==> config.mk <==
export PLATFORM = sky130hd
export DESIGN_NAME = data_stack_flat
export DESIGN_NICKNAME = d
export VERILOG_FILES = /design/src/rtl/data_stack_if.sv /design/src/rtl/data_stack.sv /design/src/flat_wrapper.sv
export SDC_FILE = /design/constraint.sdc
export NUM_CORES = 1
export LEC_CHECK = 0
export CAP_MARGIN = 30
export CELL_PAD_IN_SITES_DETAIL_PLACEMENT = 0
export CELL_PAD_IN_SITES_GLOBAL_PLACEMENT = 1
export CORE_MARGIN = 4
export CORE_UTILIZATION = 45
export CTS_BUF_LIST = sky130_fd_sc_hd__clkbuf_2 sky130_fd_sc_hd__clkbuf_4 sky130_fd_sc_hd__clkbuf_8
export DETAILED_ROUTE_END_ITERATION = 8
export GPL_ROUTABILITY_DRIVEN = 0
export HOLD_SLACK_MARGIN = 0.05
export PLACE_DENSITY_LB_ADDON = 0.1
export SYNTH_ARGS = -nofsm -noshare
export SYNTH_HDL_FRONTEND = slang
export SYNTH_SLANG_ARGS = --single-unit
==> constraint.sdc <==
create_clock -name clk -period 4.66 [get_ports clk]
set_clock_uncertainty 0.1 [all_clocks]
set_input_delay 0.932 -clock clk [delete_from_list [all_inputs] [get_ports clk]]
set_output_delay 0.932 -clock clk [all_outputs]
set_load 0.03 [all_outputs]
### Signal wires on met3

Bar = 50 µm.
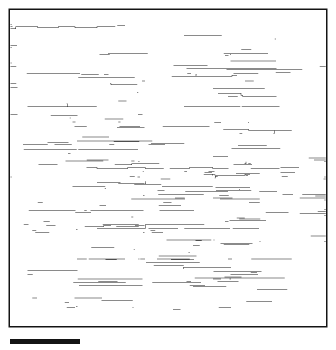
main direction: horizontal
wire length on this layer: 3380 µm
share of all routed wire: 6.2%
nets with wire on the layer: 130
total routed wirelength: 54300 µm
routed vias: 11200
GR Layer Usage met3: 3.57%

### Gate-type map

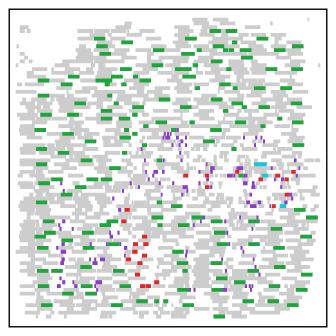
legend:
  red:
    family: AND-OR and OR-AND gates
    cells: 23
  green:
    family: multiplexers
    cells: 155
    where: widely spread
  purple:
    family: NAND gates
    cells: 139
  cyan:
    family: adder and majority cells
    cells: 3
highest-count logic cell in the final layout: edfxtp_1
multi-input combinational area share: 21.0%
Cell Count, Final, Fillers Out: 1905

==> run summary <==
Via density - 5.86
Max Freq - 244 MHz
core area - 0.0468 mm²
CTS tree - yes
simple share - 4.88%
clk sink count - 535
internal power - 0.00824 W
hold path cells - 1
Latency at later pin - 0.66 ns
Synth Seq Share - 74.7%
RSZ-0062 raised after global routing - false
register-to-register setup slack - 0.95 ns
Hold-fix buffers, CTS - 0
Post-CTS Setup Repair Bufs - 0
die height - 226 µm
die area - 0.0510 mm²
Largest delay share family, worst path - buffers and inverters
H-tree levels - 3
CP arrival - 3.06 ns
slowest stage delay, CP - 0.72 ns
Worst Path Buf+Inv - 4
Synth Cell Area - 0.0213 mm²
drt drc - 0
Critical Path Stages - 7
Slew Viols, Final - 0
post-synthesis cell count - 1101
max FFs per register - 512
Num CTS Buffers - 88
Rows - 79
Switching Fraction - 28.5%
FP Core Util - 45.7%
met3 WL - 3380 µm
HPWL after detailed placement - 32700 µm
Max Cap Viol - 0
yosys stat area - 0.0213 mm²
# Cells Yosys - 1101
Inst Count DP - 1751
met1 wire length - 24600 µm
Synth Warn # - 0
FILL cells - 3824
worst-path cell chain - inv_2 > ha_4 > nor4b_2 > nand2_1 > buf_4 > inv_2 > clkdlybuf4s50_1
WP data required - 3.63 ns
Top Layer Used - met4
comb area leader - multiplexers
Reg2Reg Depth - 9
Tmin final - 4.09 ns
Setup TNS Final - 0 ns
Clock Root Buffer - clkbuf_8
nets@finish - 1260
GRT Residual Overflow - 0
slowest CP cell - clkdlybuf4s50_1
register area - 0.0160 mm²
main flop type - edfxtp_1
Peak VDD IR - 299 µV
number of gates resized after cts - 0
# IOs - 48
critical path class - flop to output port
number of enable flip-flop cells - 512
Rel. slew slack - 34.2%
worst slew pin tran - 0.986 ns
status - completed
fin crit share - 87.8%
Setup crit end kind - output port
Leakage - 7.92 nW
share of layout cells above drive strength 1 - 28.0%
XOR/XNOR share of the synthesized area - 0.234%
Avg Cell Area, Syn - 19.4 µm²
clk slew on worst S/H paths - 0.06 ns
post-synthesis cell type count - 64
Ant. Diodes - 0
Initial DRC Count - 1255
area delta synth->final - 14.7%
Setup-failing EPs final - 0
Critical Path Start Type - flop
first-pass GRT wire length - 78200 µm
ys async rst share - 4.30%
PwrDens - 471 mW/mm²
Clk network pwr share - 33.3%
Hold Crit Class - flop to flop
Compound-Gate Fraction of Synth Area - 3.98%
cell mode on critical path - inv_2
Reg power frac - 46.8%
initial antenna violation count - 1
Port Buffers - 45
mux share - 14.3%
GRT Overall Usage - 21.4%
worst-path fanout max - 16
detailed-router iteration count before antenna repair - 5
Flops after synth - 535
WL met2 - 25100 µm
Final Hold Vio Count - 0
antenna viol nets, final - 0
yosys adder share - 0.176%
Pwr Total - 0.0115 W
post-detailed-route wirelength per cell - 28.5 µm
stage-log warning count - 27
vias in the first global route - 11300
Clock Tree Buf Depth - 3
[cell usage after synthesis (2+ instances only)]
cell / instances / area (µm²)
a31oi_1: 23 / 144
a21oi_1: 13 / 65.1
nand2_1: 102 / 383
edfxtp_1: 512 / 15400
nand4_1: 15 / 93.8
a211oi_1: 6 / 45.0
xnor2_1: 2 / 17.5
a22o_1: 2 / 17.5
buf_2: 20 / 100
and4_1: 2 / 17.5
nand3b_1: 4 / 30.0
o21ai_1: 3 / 15.0
buf_1: 2 / 7.51
mux4_1: 2 / 52.6
a32o_1: 14 / 140
inv_2: 2 / 7.51
and2_1: 5 / 31.3
buf_4: 4 / 30.0
inv_1: 6 / 22.5
o21a_1: 3 / 22.5
ha_1: 3 / 37.5
nand2b_1: 2 / 12.5
clkbuf_1: 35 / 131
xor2_2: 2 / 32.5
or4_1: 3 / 22.5
o31ai_1: 2 / 15.0
nor2b_1: 14 / 87.6
buf_6: 5 / 56.3
o21ai_0: 10 / 50.1
mux2i_1: 34 / 340
o41ai_2: 4 / 65.1
a32oi_1: 18 / 158
o41ai_1: 2 / 17.5
nand3_1: 15 / 75.1
nor2_1: 39 / 146
dfrtp_1: 23 / 576
nor3_1: 4 / 20.0
mux4_2: 118 / 2660
[final cells by class]
type | instances | share of cell area, %
sequential | 535 | 65.2
multi-input combinational | 493 | 21.0
clock buffer | 122 | 6.04
timing repair buffer | 110 | 3.98
tap | 607 | 3.10
clock inverter | 30 | 0.623
inverter | 8 | 0.123
[logic make-up (layout without fill, tap and decap cells)]
logic type	Yosys count	count (layout)
xor+xnor	4	4
buf+inv	74	270
fa+ha+maj	3	3
simple gates	218	218
compound gates	111	111
other cells	1	2
flops	535	535
mux	155	155
[layout by cell type, fill, tap and decap left out, drive strengths merged, types with 15 or more instances in the layout]
cell type,count
edfxtp,512
clkbuf,122
mux4,120
nand2,102
buf,71
nor2,40
clkdlybuf4s50,39
mux2i,34
a31oi,23
dfrtp,23
clkinv,23
a32oi,18
nand4,15
nand3,15
[layer usage]
metal / vias to the layer above / global-route usage [%]
met3: 70 / 3.57
met5: - / 0
met4: 0 / 6.13
li1: 4808 / -
met1: 5895 / 32.5
met2: 394 / 32.3
[per-stage QoR]
| stage | cell area, µm² | utilization, % | hold slack, ns | worst slack, ns |
|---|---|---|---|---|
| after floorplan | 21400 | - | 0.574 | 0.179 |
| after global placement | 22800 | 48.8 | 0.376 | 0.703 |
| after detailed placement | 22800 | 48.8 | 0.382 | 0.648 |
| after CTS | 24400 | 52.3 | 0.396 | 0.555 |
| after global routing | 24500 | 52.4 | 0.423 | 0.455 |
| final | 24500 | 52.4 | 0.393 | 0.568 |
[power by group through the flow]
stage                     registers [W]  logic, W  clock network (W)
after CTS                       0.00540   0.00231            0.00394
final                           0.00540   0.00229            0.00384
after global placement          0.00550   0.00231                  0
after detailed placement        0.00550   0.00230                  0
after floorplan                 0.00556   0.00134                  0
after global routing            0.00540   0.00242            0.00417
Power figures rest on the tool's default switching activity, not on a simulated workload.
